==> config.mk <==
export PLATFORM = sky130hd
export DESIGN_NAME = pkt_out_port_flat
export DESIGN_NICKNAME = d
export VERILOG_FILES = /design/src/rtl/pkt_pkg.sv /design/src/rtl/pkt_out_port_if.sv /design/src/rtl/pkt_out_port_rr_arb.sv /design/src/rtl/pkt_out_port.sv /design/src/flat_wrapper.sv
export SDC_FILE = /design/constraint.sdc
export NUM_CORES = 1
export LEC_CHECK = 0
export CORE_MARGIN = 4
export CORE_UTILIZATION = 35
export CTS_BUF_LIST = sky130_fd_sc_hd__clkbuf_16
export CTS_CLUSTER_DIAMETER = 120
export DETAILED_ROUTE_END_ITERATION = 10
export PLACE_DENSITY_LB_ADDON = 0.08
export SETUP_SLACK_MARGIN = 0.02
export SYNTH_ARGS = -nofsm -noshare
export SYNTH_HDL_FRONTEND = slang
export SYNTH_SLANG_ARGS = --single-unit
==> constraint.sdc <==
create_clock -name clk -period 3.7 [get_ports clk]
set_input_delay 1.11 -clock clk [delete_from_list [all_inputs] [get_ports clk]]
set_output_delay 1.11 -clock clk [all_outputs]
set_load 0.005 [all_outputs]
==> src/rtl/pkt_pkg.sv <==
// Shared definitions for the router output port: flit layout, field widths and
// requester direction indices.
package pkt_pkg;

    localparam int NUM_REQ_DEF = 5;
    localparam int ID_W_DEF    = 6;
    localparam int FLIT_W_DEF  = 8;
    localparam int AGE_MAX_DEF = 8;

    localparam int QOS_W  = 1;
    localparam int TYPE_W = 2;

    localparam int DIR_N = 0;
    localparam int DIR_W = 1;
    localparam int DIR_S = 2;
    localparam int DIR_E = 3;
    localparam int DIR_L = 4;

    typedef struct packed {
        logic [QOS_W-1:0]      qos;
        logic [TYPE_W-1:0]     typ;
        logic [ID_W_DEF-1:0]   src;
        logic [ID_W_DEF-1:0]   tgt;
        logic [FLIT_W_DEF-1:0] data;
    } flit_t;

endpackage

==> src/rtl/pkt_out_port_if.sv <==
// Requester-side handshake plus the outgoing link of one router output port.
interface pkt_out_port_if
    import pkt_pkg::*;
#(
    parameter int NUM_REQ = NUM_REQ_DEF,
    parameter int ID_W    = ID_W_DEF,
    parameter int FLIT_W  = FLIT_W_DEF
);

    typedef struct packed {
        logic              qos;
        logic [TYPE_W-1:0] typ;
        logic [ID_W-1:0]   src;
        logic [ID_W-1:0]   tgt;
        logic [FLIT_W-1:0] data;
    } req_flit_t;

    logic [NUM_REQ-1:0]      req_vld;
    logic [NUM_REQ-1:0]      req_rdy;
    req_flit_t [NUM_REQ-1:0] req_flit;

    logic              o_vld;
    logic              o_rdy;
    logic              o_qos;
    logic [TYPE_W-1:0] o_type;
    logic [ID_W-1:0]   o_src;
    logic [ID_W-1:0]   o_tgt;
    logic [FLIT_W-1:0] o_data;

    modport master (
        output req_vld, req_flit, o_rdy,
        input  req_rdy, o_vld, o_qos, o_type, o_src, o_tgt, o_data
    );

    modport slave (
        input  req_vld, req_flit, o_rdy,
        output req_rdy, o_vld, o_qos, o_type, o_src, o_tgt, o_data
    );

endinterface

==> src/rtl/pkt_out_port_rr_arb.sv <==
// Pointer-based round-robin arbiter: one-hot grant to the first requester at or
// above ptr, wrapping to index 0.
module rr_arb #(
    parameter int N     = 5,
    parameter int PTR_W = 3
) (
    input  logic [N-1:0]     req,
    input  logic [PTR_W-1:0] ptr,
    output logic [N-1:0]     gnt
);

    logic [N-1:0] mask;
    logic [N-1:0] masked;
    logic [N-1:0] sel;

    always_comb begin
        mask = '0;
        for (int i = 0; i < N; i++) begin
            mask[i] = (i >= int'(ptr));
        end
    end

    // Prefer requesters at/above the pointer; otherwise wrap to the lowest index.
    assign masked = req & mask;
    assign sel    = (|masked) ? masked : req;
    assign gnt    = sel & (~sel + N'(1));

endmodule

==> src/rtl/pkt_out_port.sv <==
// Router output port: two-class QoS round-robin with aging over NUM_REQ inputs,
// feeding a single-entry output register onto the link.
module pkt_out_port
    import pkt_pkg::*;
#(
    parameter int NUM_REQ = NUM_REQ_DEF,
    parameter int ID_W    = ID_W_DEF,
    parameter int FLIT_W  = FLIT_W_DEF,
    parameter int AGE_MAX = AGE_MAX_DEF
) (
    input  logic          clk,
    input  logic          rst_n,
    pkt_out_port_if.slave bus
);

    localparam int PTR_W = (NUM_REQ > 1) ? $clog2(NUM_REQ) : 1;
    localparam int AGE_W = $clog2(AGE_MAX + 1);
    localparam logic [AGE_W-1:0] AGE_LIM = AGE_W'(AGE_MAX);

    localparam logic [0:0] ST_EMPTY = 1'b0;
    localparam logic [0:0] ST_FULL  = 1'b1;

    logic [0:0]        state_q, state_d;
    logic [PTR_W-1:0]  ptr_hi_q, ptr_hi_d;
    logic [PTR_W-1:0]  ptr_lo_q, ptr_lo_d;
    logic [AGE_W-1:0]  age_q, age_d;
    logic              qos_q, qos_d;
    logic [TYPE_W-1:0] type_q, type_d;
    logic [ID_W-1:0]   src_q, src_d;
    logic [ID_W-1:0]   tgt_q, tgt_d;
    logic [FLIT_W-1:0] data_q, data_d;

    logic [NUM_REQ-1:0] hi_vld, lo_vld;
    logic [NUM_REQ-1:0] gnt_hi, gnt_lo, grant;
    logic               force_lo, use_hi, load;
    logic [PTR_W-1:0]   gnt_idx, next_ptr;

    logic              sel_qos;
    logic [TYPE_W-1:0] sel_type;
    logic [ID_W-1:0]   sel_src, sel_tgt;
    logic [FLIT_W-1:0] sel_data;

    always_comb begin
        hi_vld = '0;
        lo_vld = '0;
        for (int i = 0; i < NUM_REQ; i++) begin
            hi_vld[i] = bus.req_vld[i] &  bus.req_flit[i].qos;
            lo_vld[i] = bus.req_vld[i] & ~bus.req_flit[i].qos;
        end
    end

    rr_arb #(.N(NUM_REQ), .PTR_W(PTR_W)) u_arb_hi (
        .req (hi_vld),
        .ptr (ptr_hi_q),
        .gnt (gnt_hi)
    );

    rr_arb #(.N(NUM_REQ), .PTR_W(PTR_W)) u_arb_lo (
        .req (lo_vld),
        .ptr (ptr_lo_q),
        .gnt (gnt_lo)
    );

    // A starved low-QoS class preempts high-QoS traffic once aging saturates.
    assign force_lo = (age_q == AGE_LIM) && (|lo_vld);
    assign use_hi   = (|hi_vld) && !force_lo;
    assign grant    = use_hi ? gnt_hi : gnt_lo;
    assign load     = (state_q == ST_EMPTY) || bus.o_rdy;

    assign bus.req_rdy = (load && rst_n) ? grant : '0;

    always_comb begin
        sel_qos  = 1'b0;
        sel_type = '0;
        sel_src  = '0;
        sel_tgt  = '0;
        sel_data = '0;
        gnt_idx  = '0;
        for (int i = 0; i < NUM_REQ; i++) begin
            if (grant[i]) begin
                sel_qos  = bus.req_flit[i].qos;
                sel_type = bus.req_flit[i].typ;
                sel_src  = bus.req_flit[i].src;
                sel_tgt  = bus.req_flit[i].tgt;
                sel_data = bus.req_flit[i].data;
                gnt_idx  = PTR_W'(i);
            end
        end
    end

    assign next_ptr = (gnt_idx == PTR_W'(NUM_REQ - 1)) ? '0 : gnt_idx + PTR_W'(1);

    always_comb begin
        state_d  = state_q;
        ptr_hi_d = ptr_hi_q;
        ptr_lo_d = ptr_lo_q;
        age_d    = age_q;
        qos_d    = qos_q;
        type_d   = type_q;
        src_d    = src_q;
        tgt_d    = tgt_q;
        data_d   = data_q;
        if (load) begin
            if (|grant) begin
                state_d = ST_FULL;
                qos_d   = sel_qos;
                type_d  = sel_type;
                src_d   = sel_src;
                tgt_d   = sel_tgt;
                data_d  = sel_data;
                if (use_hi) begin
                    ptr_hi_d = next_ptr;
                    if ((|lo_vld) && (age_q != AGE_LIM)) begin
                        age_d = age_q + AGE_W'(1);
                    end
                end else begin
                    ptr_lo_d = next_ptr;
                    age_d    = '0;
                end
            end else begin
                state_d = ST_EMPTY;
            end
        end
    end

    always_ff @(posedge clk or negedge rst_n) begin
        if (!rst_n) begin
            state_q  <= ST_EMPTY;
            ptr_hi_q <= '0;
            ptr_lo_q <= '0;
            age_q    <= '0;
            qos_q    <= 1'b0;
            type_q   <= '0;
            src_q    <= '0;
            tgt_q    <= '0;
            data_q   <= '0;
        end else begin
            state_q  <= state_d;
            ptr_hi_q <= ptr_hi_d;
            ptr_lo_q <= ptr_lo_d;
            age_q    <= age_d;
            qos_q    <= qos_d;
            type_q   <= type_d;
            src_q    <= src_d;
            tgt_q    <= tgt_d;
            data_q   <= data_d;
        end
    end

    assign bus.o_vld  = (state_q == ST_FULL);
    assign bus.o_qos  = qos_q;
    assign bus.o_type = type_q;
    assign bus.o_src  = src_q;
    assign bus.o_tgt  = tgt_q;
    assign bus.o_data = data_q;

endmodule
==> src/flat_wrapper.sv <==
// flat-port wrapper written by rule: the top's interface ports become plain ports
module pkt_out_port_flat import pkt_pkg::*;
#(
    parameter int NUM_REQ = NUM_REQ_DEF,
    parameter int ID_W    = ID_W_DEF,
    parameter int FLIT_W  = FLIT_W_DEF,
    parameter int AGE_MAX = AGE_MAX_DEF
)
  (clk, rst_n, bus_req_vld, bus_req_flit, bus_o_rdy, bus_req_rdy, bus_o_vld, bus_o_qos, bus_o_type, bus_o_src, bus_o_tgt, bus_o_data);
  pkt_out_port_if #(.NUM_REQ(NUM_REQ), .ID_W(ID_W), .FLIT_W(FLIT_W)) bus_i ();
  input  logic clk;
  input  logic rst_n;
  input wire logic [$bits(bus_i.req_vld)-1:0] bus_req_vld;
  input wire logic [$bits(bus_i.req_flit)-1:0] bus_req_flit;
  input wire logic [$bits(bus_i.o_rdy)-1:0] bus_o_rdy;
  output wire logic [$bits(bus_i.req_rdy)-1:0] bus_req_rdy;
  output wire logic [$bits(bus_i.o_vld)-1:0] bus_o_vld;
  output wire logic [$bits(bus_i.o_qos)-1:0] bus_o_qos;
  output wire logic [$bits(bus_i.o_type)-1:0] bus_o_type;
  output wire logic [$bits(bus_i.o_src)-1:0] bus_o_src;
  output wire logic [$bits(bus_i.o_tgt)-1:0] bus_o_tgt;
  output wire logic [$bits(bus_i.o_data)-1:0] bus_o_data;
  assign bus_i.req_vld = bus_req_vld;
  assign bus_i.req_flit = bus_req_flit;
  assign bus_i.o_rdy = bus_o_rdy;
  assign bus_req_rdy = bus_i.req_rdy;
  assign bus_o_vld = bus_i.o_vld;
  assign bus_o_qos = bus_i.o_qos;
  assign bus_o_type = bus_i.o_type;
  assign bus_o_src = bus_i.o_src;
  assign bus_o_tgt = bus_i.o_tgt;
  assign bus_o_data = bus_i.o_data;
  pkt_out_port #(.NUM_REQ(NUM_REQ), .ID_W(ID_W), .FLIT_W(FLIT_W), .AGE_MAX(AGE_MAX)) u_core (.clk(clk), .rst_n(rst_n), .bus(bus_i));
endmodule
run_1/logic_types.png
Scale: 4 px per µm.
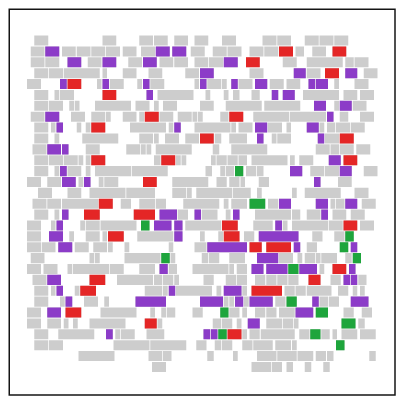
- green: and/or cells (cells 15)
- red: non-inverting ao/oa cells (cells 32; most used o32a_1)
- purple: aoi and oai cells (cells 84; most used a21oi_1)
combinational share of cell area: 0.378
Final Non-Filler Cells: 604
Top cell excl fill/tap: clkdlybuf4s50_1

run_1/congestion.png
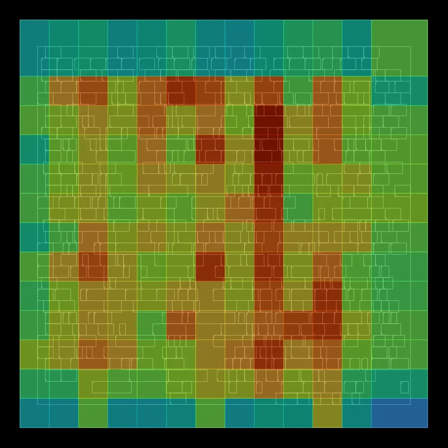
fin util: 0.655
busiest grt layer: met2
Wirelength per Cell: 18.0 µm

run_1/sizes.png
Scale: 4 px per µm.
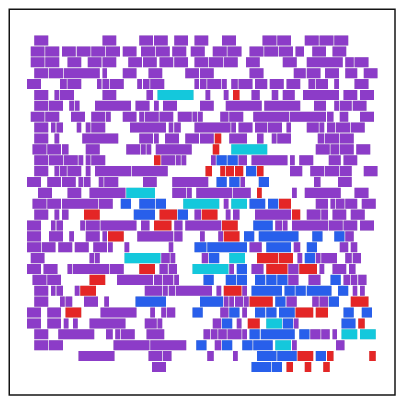
- blue: _3 and _4 cells (cells 63)
- cyan: _6 and larger (cells 12)
- red: _2 cells (cells 40)
- purple: _0 and _1 cells (cells 390)

==> metrics.cfg, run 1 <==
[floorplanning]
fp_util = 0.366
dieArea_mm2 = 0.00922
core_mm2 = 0.00741

[synthesis]
topCellsByArea = dfrtp_1 31%, nand2_1 7.3%, a222oi_1 5.5%, a21oi_1 4.2%, o32a_1 3.7%
ys_types = 63
synth_nets = 447
syn_area_mm2 = 0.00271
yosys_area_mm2 = 0.00271
edf_count = 0
synthArstFlopShare = 1.00
xor_share = 0
postSynthCellCount = 320
synth.largest_area_cell = dfrtp_1
common_cells = 53 x nand2_1, 34 x dfrtp_1, 23 x a21oi_1, 23 x nor2_1, 17 x inv_1

[clock_network]
postCtsSetupBuffers = 2
cts.sinks = 34
cts-buffers-inserted = 5
cts_max_path_buffers = 2
cts.root.buffer_cell = clkbuf_16

[final_layout]
logic_area_mm2 = 0.00184
area_growth_pct = 79.0
num-nets-final = 631
final_layout_size_suffix_gt1_frac = 0.228
antenna_cells = 0

[sta]
max_slew_margin = 0.612
rsz0062_at_grt = true
drv_slew = 0
min_period_ns = 3.67

[placed_design]
place_congestion = 0.930
port_buffers = 151
dp_hpwl_um = 8070

[detailed_routing]
drcViolationCount = 0
vias = 3363

[global_routing]
grt_pass1_wl_um = 16400
grt_antenna_before_repair = 0
grt_overflow = 0

[outcome]
run_status = completed

[power]
power.density_mw_per_mm2 = 637
clkPwrFrac = 0.134
clk-power_uw = 414

[min_path]
min_path_type = flip-flop to flip-flop
min_to = u_core.bus.o_src[3]

[critical_path]
startpoint_type = input pin
rr_endpoint = u_core.ptr_lo_q[2]
cp.required_ns = 2.59
reg2regPathDepth = 11

==> run 1: worst max-delay path, cell delays in order <==
cell	delay, ns
buf_6	0.09
buf_6	0.10
a22oi_2	0.19
buf_4	0.16
nand3_4	0.10
buf_6	0.15
o211a_4	0.14
a22o_1	0.23
nor2b_1	0.13
buf_2	0.15
==> run 1: layout make-up <==
class,count,share of cell area
Tap cell,99,0.0255
Clock buffer,5,0.0258
Sequential cell,34,0.175
Inverter,18,0.0139
Clock inverter,3,0.00361
Timing Repair Buffer,198,0.378
Multi-Input combinational cell,247,0.378
==> run 1: sequential cells by signal, summed over array words and instances, names as in the netlist <==
name,cells
u_core.bus.o_vld,1
u_core.bus.o_src,6
u_core.age_q,4
u_core.bus.o_type,2
u_core.bus.o_tgt,6
u_core.ptr_lo_q,3
u_core.bus.o_data,8
u_core.ptr_hi_q,3
u_core.bus.o_qos,1
==> run 1: how the worst max path moves through the flow <==
stage | start | slack [ns] | to
2_1_floorplan | bus_req_flit[45] | 0.03 | bus_req_rdy[2]
4_1_cts | bus_req_flit[91] | -0.04 | bus_req_rdy[3]
5_1_grt | bus_req_flit[45] | -0.03 | bus_req_rdy[2]
3_3_place_gp | bus_req_flit[45] | -0.82 | bus_req_rdy[1]
6_report | bus_req_flit[91] | 0.03 | bus_req_rdy[2]
3_5_place_dp | bus_req_flit[45] | -0.88 | bus_req_rdy[1]
==> run 1: layer usage <==
metal | vias up | GRT usage | wire [µm] | part of all wire
met1 | 1615 | 0.270 | 4260 | 0.39
met4 | 0 | 0.0699 | 191 | 0.018
li1 | 1597 | - | - | -
met2 | 133 | 0.400 | 5470 | 0.50
met3 | 18 | 0.0696 | 979 | 0.090
met5 | - | 0 | 0 | 0
==> run 2: changes to the inputs <==
--- a/config.mk
+++ b/config.mk
@@ -5,11 +5,13 @@
 export SDC_FILE = /design/constraint.sdc
 export NUM_CORES = 1
 export LEC_CHECK = 0
-export CORE_MARGIN = 4
+export CORE_MARGIN = 2
 export CORE_UTILIZATION = 35
 export CTS_BUF_LIST = sky130_fd_sc_hd__clkbuf_16
 export CTS_CLUSTER_DIAMETER = 120
 export DETAILED_ROUTE_END_ITERATION = 10
+export GPL_TIMING_DRIVEN = 0
+export MAX_ROUTING_LAYER = met4
 export PLACE_DENSITY_LB_ADDON = 0.08
 export SETUP_SLACK_MARGIN = 0.02
 export SYNTH_ARGS = -nofsm -noshare
run_2/congestion.png
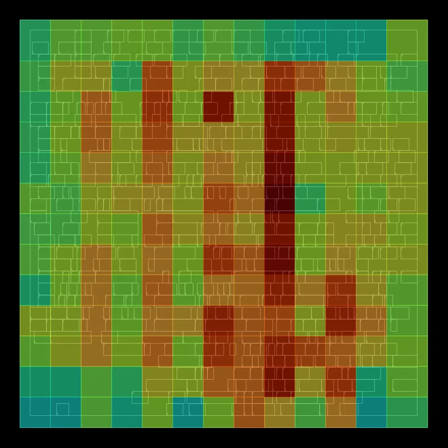
fin util: 0.658
Total GRT Usage: 0.268
met1 Track Usage GR: 0.318
met3 Use GR: 0.0509

run_2/placement_by_type.png
Scale: 4 px per µm. Fill, decap, tap and diode cells in grey.
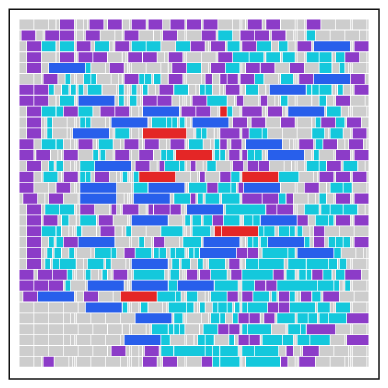
- blue: sequential cells (cells 34)
- cyan: combinational and other logic (cells 265)
- red: clock drivers and dummy loads (cells 8)
- purple: remaining buffers and delay cells (cells 207)

==> metrics.cfg, run 2 <==
[outcome]
run_status = finished, violations left
violations = setup timing

[synthesis]
edf_count = 0  ; unchanged
ys_types = 63  ; unchanged
common_cells = 53 x nand2_1, 34 x dfrtp_1, 23 x a21oi_1, 23 x nor2_1, 17 x inv_1
yosys_area_mm2 = 0.00271  ; unchanged
postSynthCellCount = 320  ; unchanged
xor_share = 0  ; unchanged
synthArstFlopShare = 1.00  ; unchanged
synth.largest_area_cell = dfrtp_1
syn_area_mm2 = 0.00271  ; unchanged

[critical_path]
crit_path_max_incr_delay_ns = 0.29  ; +0.06 ns
reg2regPathDepth = 13  ; +2
cp_slowest_cell = and2b_4
worstSetupPathDepth = 9  ; -1
crit_buf_inv = 3  ; -2
cp.required_ns = 2.59  ; about the same
rr_endpoint = u_core.bus.o_src[0]

[final_layout]
largest_reg_flops = 8  ; unchanged
num-nets-final = 640  ; +1.4%
final_layout_size_suffix_gt1_frac = 0.235  ; +0.00769
fin_cells = 616  ; +2.0%
antenna_cells = 0  ; unchanged
layout_top_cell = clkdlybuf4s50_1

[placed_design]
port_buffers = 151  ; unchanged
place_congestion = 0.896  ; -3.7%
dp_hpwl_um = 7960  ; -1.4%

[floorplanning]
fp_util = 0.357  ; -0.00958
core_mm2 = 0.00761  ; +2.7%
dieArea_mm2 = 0.00847  ; -8.2%

[clock_network]
cts-buffers-inserted = 5  ; unchanged
cts.root.buffer_cell = clkbuf_16
cts.sinks = 34  ; unchanged

[detailed_routing]
wl_per_cell_um = 18.7  ; +3.7%
drcViolationCount = 0  ; unchanged
vias = 3505  ; +4.2%

[sta]
drv_slew = 0  ; unchanged
setup_viol = 3
rsz0062_at_grt = true
min_period_ns = 3.77  ; +0.101 ns
finalWorstSetupSlack_ns = -0.0680

[global_routing]
grt.busiest_layer = met2
grt_antenna_before_repair = 0  ; unchanged
grt_pass1_wl_um = 17400  ; +6.1%

[min_path]
min_to = u_core.bus.o_data[2]

[run 2: cell counts after synthesis]
Identical to the previous run, type by type.
[run 2: layer usage]
layer  vias up  wire (µm)
met4         0        202
met1      1697       4480
met3        20        789
met5         -          0
li1       1616          -
met2       172       6050
[run 2: kinds of logic (layout without fill, tap and decap cells)]
family                   after synthesis  in the layout
AND-OR/OR-AND                        116            116
adder cells (fa/ha/maj)                4              4
buffers and inverters                 39            233
flip-flops                            34             34
multiplexers                           3              3
AND/OR/NAND/NOR                      124            124
[run 2: cell type report]
class | instances | area (µm²) | share of cell area
inverters | 18 | 72.6 | 0.0145
well taps | 102 | 128 | 0.0255
flip-flops and latches | 34 | 851 | 0.170
clock buffers | 5 | 125 | 0.0250
plain buffers | 20 | 145 | 0.0290
clock inverters | 3 | 40.0 | 0.00800
multi-input cells | 247 | 1880 | 0.375
repair buffers | 187 | 1770 | 0.354
[run 2: through the flow]
step                setup TNS [ns]  total power, mW  hold slack [ns]   util
finish                      -0.152             3.27            0.501  0.658
global route                -0.453             3.48            0.522  0.658
CTS                        -0.0425             3.19            0.503  0.642
detailed placement          -16.79             2.49            0.482  0.572
global placement            -16.57             2.47            0.478  0.572
floorplan                        0             1.75            0.492      -
[run 2: power by group through the flow]
stage               Clock (mW)  Sequential, mW  Combinational [mW]
floorplan                    0           0.679                1.07
global placement             0           0.683                1.79
detailed placement           0           0.690                1.80
CTS                      0.480           0.688                2.02
global route             0.499           0.714                2.27
finish                   0.475           0.692                2.10
[run 2: timing repair]
action / CTS / global route
hold endpoints to repair: 0 / 0
endpoints found under the setup margin: 23 / 5
pin swaps: 17 / 13
resized: 111 / 20
buffers inserted: 29 / 8
Power and IR drop assume default switching activity.
